Figure 1. Gate families picked out (run 1).
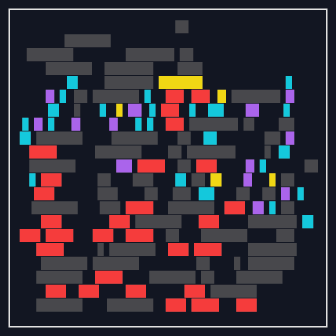
Figure 2. Clock distribution (run 1).
The bar under the picture is 20 um long.
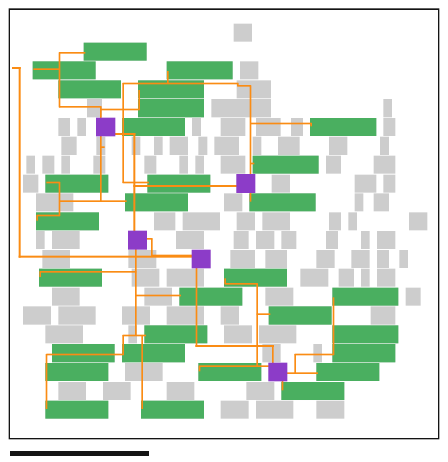
Figure 3. Placement by cell class (run 1).
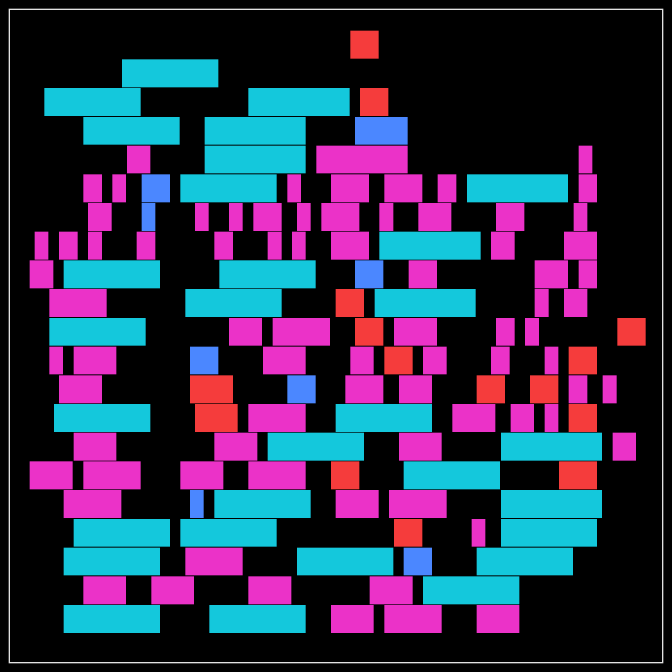
File: config.mk
export PLATFORM = sky130hd
export DESIGN_NAME = jtag_tap_param
export DESIGN_NICKNAME = d
export VERILOG_FILES = /design/src/rtl/jtag_tap_param.sv
export SDC_FILE = /design/constraint.sdc
export NUM_CORES = 1
export LEC_CHECK = 0
export CELL_PAD_IN_SITES_DETAIL_PLACEMENT = 1
export CELL_PAD_IN_SITES_GLOBAL_PLACEMENT = 2
export CORE_UTILIZATION = 40
export CTS_CLUSTER_DIAMETER = 50
export DETAILED_ROUTE_END_ITERATION = 10
export DONT_BUFFER_PORTS = 1
export PLACE_DENSITY = 0.81
export SLEW_MARGIN = 10
export SYNTH_ARGS = -nofsm -noshare
export SYNTH_HDL_FRONTEND = slang
export SYNTH_SLANG_ARGS = --single-unit
File: constraint.sdc
create_clock -name tck -period 1.9 [get_ports tck]
set_input_delay 0.19 -clock tck [delete_from_list [all_inputs] [get_ports tck]]
set_output_delay 0.19 -clock tck [all_outputs]
set_load 0.01 [all_outputs]
File: src/rtl/jtag_tap_param.sv
// jtag_tap_param: parameterised IEEE 1149.1 TAP controller with an
// instruction register, a 1-bit BYPASS register, an optional 32-bit IDCODE
// register and one user data register with parallel capture and update.
// Optional feature: define JTAG_IDCODE_EN to include the IDCODE register
// and opcode 1. Without it, opcode 1 decodes as BYPASS, and BYPASS becomes
// the reset instruction.
module jtag_tap_param #(
  parameter int          IR_WIDTH   = 4,
  parameter int          DR_WIDTH   = 8,
  parameter logic [31:0] IDCODE_VAL = 32'h0A5A_5001,
  parameter int          USER_OP    = 2
) (
  input  logic                tck,
  input  logic                trst,
  input  logic                tms,
  input  logic                tdi,
  output logic                tdo,
  output logic                tdo_en,
  output logic [3:0]          state,
  input  logic [DR_WIDTH-1:0] user_dr_in,
  output logic [DR_WIDTH-1:0] user_dr_out
);

  typedef enum logic [3:0] {
    TLR     = 4'hF,
    RTI     = 4'hC,
    SEL_DR  = 4'h7,
    CAP_DR  = 4'h6,
    SH_DR   = 4'h2,
    EX1_DR  = 4'h1,
    PAU_DR  = 4'h3,
    EX2_DR  = 4'h0,
    UPD_DR  = 4'h5,
    SEL_IR  = 4'h4,
    CAP_IR  = 4'hE,
    SH_IR   = 4'hA,
    EX1_IR  = 4'h9,
    PAU_IR  = 4'hB,
    EX2_IR  = 4'h8,
    UPD_IR  = 4'hD
  } tap_state_t;

  localparam logic [IR_WIDTH-1:0] USER_CODE = IR_WIDTH'(USER_OP);
  localparam logic [IR_WIDTH-1:0] CAP_CODE  = IR_WIDTH'(2'b01);
`ifdef JTAG_IDCODE_EN
  localparam logic [IR_WIDTH-1:0] IDCODE_OP = IR_WIDTH'(1);
  localparam logic [IR_WIDTH-1:0] RESET_OP  = IDCODE_OP;
`else
  localparam logic [IR_WIDTH-1:0] RESET_OP  = {IR_WIDTH{1'b1}};
`endif

  tap_state_t          cur;
  tap_state_t          nxt;
  logic [IR_WIDTH-1:0] ir_sr;
  logic [IR_WIDTH-1:0] ir;
  logic                bypass_sr;
  logic [DR_WIDTH-1:0] user_sr;
  logic                sel_user;
  logic                sel_idcode;
  logic                tdo_next;
`ifdef JTAG_IDCODE_EN
  logic [31:0]         idcode_sr;
`endif

  // TAP state register; TRST forces Test-Logic-Reset immediately.
  // NOTE: sequential state uses non-blocking assignments so every flop samples pre-edge values.
  always_ff @(posedge tck or posedge trst) begin
    if (trst) cur <= TLR;
    else      cur <= nxt;
  end

  // Standard 1149.1 TMS transition table.
  always_comb begin
    nxt = cur;
    unique case (cur)
      TLR:    nxt = tms ? TLR    : RTI;
      RTI:    nxt = tms ? SEL_DR : RTI;
      SEL_DR: nxt = tms ? SEL_IR : CAP_DR;
      CAP_DR: nxt = tms ? EX1_DR : SH_DR;
      SH_DR:  nxt = tms ? EX1_DR : SH_DR;
      EX1_DR: nxt = tms ? UPD_DR : PAU_DR;
      PAU_DR: nxt = tms ? EX2_DR : PAU_DR;
      EX2_DR: nxt = tms ? UPD_DR : SH_DR;
      UPD_DR: nxt = tms ? SEL_DR : RTI;
      SEL_IR: nxt = tms ? TLR    : CAP_IR;
      CAP_IR: nxt = tms ? EX1_IR : SH_IR;
      SH_IR:  nxt = tms ? EX1_IR : SH_IR;
      EX1_IR: nxt = tms ? UPD_IR : PAU_IR;
      PAU_IR: nxt = tms ? EX2_IR : PAU_IR;
      EX2_IR: nxt = tms ? UPD_IR : SH_IR;
      UPD_IR: nxt = tms ? SEL_DR : RTI;
      default: nxt = TLR;
    endcase
  end

  // Instruction decode; anything that is not USER or IDCODE acts as BYPASS.
  always_comb begin
    sel_user   = (ir == USER_CODE);
    sel_idcode = 1'b0;
`ifdef JTAG_IDCODE_EN
    sel_idcode = !sel_user && (ir == IDCODE_OP);
`endif
  end

  // IR shift register: capture the fixed 01 pattern, then shift right.
  // NOTE: shift registers are flops on the TRST reset net, so they clear asynchronously too.
  always_ff @(posedge tck or posedge trst) begin
    if (trst) begin
      ir_sr <= '0;
    end else if (cur == CAP_IR) begin
      ir_sr <= CAP_CODE;
    end else if (cur == SH_IR) begin
      ir_sr <= {tdi, ir_sr[IR_WIDTH-1:1]};
    end
  end

  // Active instruction: loaded only in Update-IR, forced on entry to TLR.
  always_ff @(posedge tck or posedge trst) begin
    if (trst) begin
      ir <= RESET_OP;
    end else if (nxt == TLR) begin
      ir <= RESET_OP;
    end else if (cur == UPD_IR) begin
      ir <= ir_sr;
    end
  end

  // BYPASS register: captures 0, then passes TDI through one stage.
  always_ff @(posedge tck or posedge trst) begin
    if (trst) begin
      bypass_sr <= 1'b0;
    end else if (!sel_user && !sel_idcode) begin
      if (cur == CAP_DR)     bypass_sr <= 1'b0;
      else if (cur == SH_DR) bypass_sr <= tdi;
    end
  end

`ifdef JTAG_IDCODE_EN
  // IDCODE register: captures the device ID, shifted out LSB first.
  always_ff @(posedge tck or posedge trst) begin
    if (trst) begin
      idcode_sr <= '0;
    end else if (sel_idcode) begin
      if (cur == CAP_DR)     idcode_sr <= IDCODE_VAL;
      else if (cur == SH_DR) idcode_sr <= {tdi, idcode_sr[31:1]};
    end
  end
`endif

  // User shift register; the shift expression also covers DR_WIDTH == 1.
  always_ff @(posedge tck or posedge trst) begin
    if (trst) begin
      user_sr <= '0;
    end else if (sel_user) begin
      if (cur == CAP_DR)     user_sr <= user_dr_in;
      else if (cur == SH_DR) user_sr <= (user_sr >> 1) | (DR_WIDTH'(tdi) << (DR_WIDTH - 1));
    end
  end

  // Parallel user output: changes only in Update-DR with USER active.
  always_ff @(posedge tck or posedge trst) begin
    if (trst)                         user_dr_out <= '0;
    else if (cur == UPD_DR && sel_user) user_dr_out <= user_sr;
  end

  // Select the LSB of whichever register is shifting; 0 elsewhere.
  always_comb begin
    tdo_next = 1'b0;
    if (cur == SH_IR) begin
      tdo_next = ir_sr[0];
    end else if (cur == SH_DR) begin
      if (sel_user)        tdo_next = user_sr[0];
`ifdef JTAG_IDCODE_EN
      else if (sel_idcode) tdo_next = idcode_sr[0];
`endif
      else                 tdo_next = bypass_sr;
    end
  end

  // TDO is launched on the falling edge so the far end samples it cleanly on rising TCK.
  always_ff @(negedge tck or posedge trst) begin
    if (trst) tdo <= 1'b0;
    else      tdo <= tdo_next;
  end

  assign tdo_en = (cur == SH_DR) || (cur == SH_IR);
  assign state  = cur;

endmodule
==> results.yml, run 1 <==
# yosys + openroad results
status:
  outcome: "finished, violations left"
  violations: "negative setup slack"
synth:
  ys_sh_xor_pct: 0
  ys_sh_aoi_pct: 6.57
  syn_avg_cell_area_um2: 12.5
  synthAdderAreaFrac_pct: 0
  area_leaders: "dfrtp_1, dfstp_2, mux2_2"
  yosys-stat-cells: 114
setup_path:
  critical_path_class: "reg2reg"
  worst-path-stages: 3
  regToRegSetupSlack_ns: -0.51
  cp_max_fo: 2
finish:
  seq_cells: 30
  clkbuf_count: 8
  logic_gate_count: 76
  insertedDiodeCount: 0
  nNonClkInverters: 2
  fin_cells: 177
  nets: 142
  largest_class: "registers"
pwr:
  power_mw: 2.28
  switching_share_pct: 34.6
  seq_power_share_pct: 45.0
  comb_power_share_pct: 38.0
  leakagePower_nw: 0.827
worst_hold_path:
  hold_path_depth: 2
route:
  top_layer: "met4"
  via_per_inst: 5.27
  wl_met3_um: 136
  wl_met1_mm: 1.33
final_timing:
  relSlewSlack_pct: 75.4
  setup_slack_ns: -0.513
  setup_viol: 3
  worst_pin_slew_ns: 0.367
global_route:
  grt_pass1_wl_mm: 4.91
  grt_use_met1_pct: 23.6
  top_usage_layer: "met2"
clock_network:
  cts_max_path_buffers: 2
  cts-buffers-inserted: 5
  cts_root_buffer: "clkbuf_4"
placed_design:
  post-dp-hpwl_mm: 2.12
  placed_cell_area_um2: 1560
  post-place-cells: 167
floorplan:
  initial_utilization_pct: 42.2
## Picture notes: Figure 1
| colour | family | cells |
|---|---|---|
| purple | inverting AOI/OAI gates | 13 |
| cyan | NAND gates | 24 |
| yellow | NOR gates | 5 |
| red | multiplexers | 29 |

## Picture notes: Figure 2
[orange] clock wires | length: 386 um
[green] flip-flops | count: 30
[purple] cells driving clock nets | count: 5
routed clock nets: 6

## Picture notes: Figure 3
| colour | class | cells |
|---|---|---|
| blue | clock drivers and dummy loads | 8 |
| red | other buffers and delay cells | 15 |
| cyan | flip-flops | 30 |
| magenta | all other logic | 78 |

==> run 2: changes to the inputs <==
- PLACE_DENSITY: 0.81 -> 0.82
==> run 2 against run 1 <==
Against the previous run:
- the flow still finishes with violations (negative setup slack)
- hold slack got worse by 0.017 ns
- non-clock buffer count down 1
- synthesized cell count unchanged
- critical path type unchanged
- utilization grew 0.55 points
==> results.yml, run 2 <==
# yosys + openroad results
status:
  violations: "negative setup slack"
  outcome: "finished, violations left"
setup_path:
  critical_path_class: "reg2reg"
  worst-path-stages: 3
  regToRegSetupSlack_ns: -0.49
synth:
  ys_sh_aoi_pct: 6.57
  syn_avg_cell_area_um2: 12.5
  ys_sh_xor_pct: 0
  yosys-stat-cells: 114
clock_network:
  cts_max_path_buffers: 2
worst_hold_path:
  hold_path_depth: 2
finish:
  fin_cells: 176
  nets: 141
  clkbuf_count: 7
  insertedDiodeCount: 0
  seq_cells: 30
placed_design:
  placed_cell_area_um2: 1550
  post-dp-hpwl_mm: 2.18
final_timing:
  setup_slack_ns: -0.490
  setup_viol: 2
  worst_pin_slew_ns: 0.388
  relSlewSlack_pct: 74.0
route:
  top_layer: "met4"
  wl_met3_um: 140
  via_per_inst: 5.23
pwr:
  power_mw: 2.41
  switching_share_pct: 33.0
  comb_power_share_pct: 35.2
  seq_power_share_pct: 42.9
global_route:
  grt_use_met1_pct: 23.4
  grt_pass1_wl_mm: 4.84
  top_usage_layer: "met2"
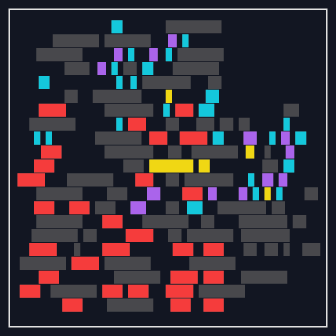
Figure 4: run 2, gate families picked out.
| colour | family | cells |
|---|---|---|
| cyan | NAND gates | 24 |
| yellow | NOR gates | 5 |
| purple | inverting AOI/OAI gates | 13 |
| red | multiplexers | 29 |

==> run 3: changes to the inputs <==
- CORE_UTILIZATION: 40 -> 34
- DONT_BUFFER_PORTS: 1 -> unset
- PLACE_DENSITY: 0.82 -> 0.85
==> run 3 against run 2 <==
Against the previous run:
- the run still ends with negative setup slack left
- utilization decreased by 2.2 points
- setup slack improved by 0.0088 ns
- synthesized cell count unchanged
- final cell count increased by 14%
- sequential share of layout area decreased by 5.5 points
- area after synthesis unchanged
- total power increased by 5.5%
==> results.yml, run 3 <==
# yosys + openroad results
clock_network:
  clk_pin_slew_worst_paths_ns: 0.06
  cts-buffers-inserted: 5
  cts_root_buffer: "clkbuf_8"
  cts_sinks: 30
synth:
  edf_count: 0
  area_leaders: "dfrtp_1, dfstp_2, mux2_2"
  synthAdderAreaFrac_pct: 0
  ys_sh_aoi_pct: 6.57
  synth_area_um2: 1430
  ys_sh_xor_pct: 0
  yosys-stat-cells: 114
  ys_top_logic_family: "multiplexers"
final_timing:
  hold_viol_final: 0
  worst_pin_slew_ns: 0.378
  setup_viol: 2
  setup_slack_ns: -0.481
finish:
  insertedDiodeCount: 0
  largest_class: "registers"
  layout-drive-gt1-share_pct: 36.4
  seq_cells: 30
  nets: 162
  logic_gate_count: 76
  clkbuf_count: 7
  nNonClkInverters: 2
pwr:
  power_mw: 2.54
  leakagePower_nw: 0.928
  switching_share_pct: 33.0
  comb_power_share_pct: 38.7
  pg_seq_mw: 1.03
  seq_power_share_pct: 40.4
status:
  outcome: "finished, violations left"
  violations: "negative setup slack"
setup_path:
  regToRegSetupSlack_ns: -0.48
  critical_path_class: "reg2reg"
  cp-startpoint: "ir[1]$_DFFE_PP1P_"
  worst-path-stages: 3
global_route:
  top_usage_layer: "met2"
  grt_use_met1_pct: 20.2
  grt_pass1_wl_mm: 5.56
floorplan:
  initial_utilization_pct: 35.5
run:
  warnings: 29
route:
  dr.pass1.iters: 4
  via_per_inst: 4.96
  top_layer: "met4"
  wl_met3_um: 138
placed_design:
  post-dp-hpwl_mm: 2.22
  post-place-cells: 194
  placed_cell_area_um2: 1800
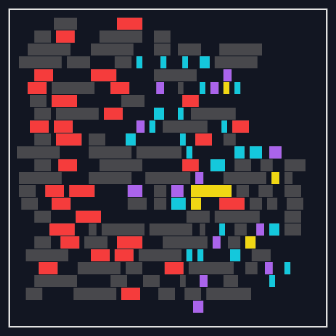
Figure 5: run 3, gate families picked out.
| colour | family | cells |
|---|---|---|
| purple | inverting AOI/OAI gates | 13 |
| cyan | NAND gates | 24 |
| yellow | NOR gates | 5 |
| red | multiplexers | 29 |

No activity file was given, so power comes from the tool's default toggle rates.
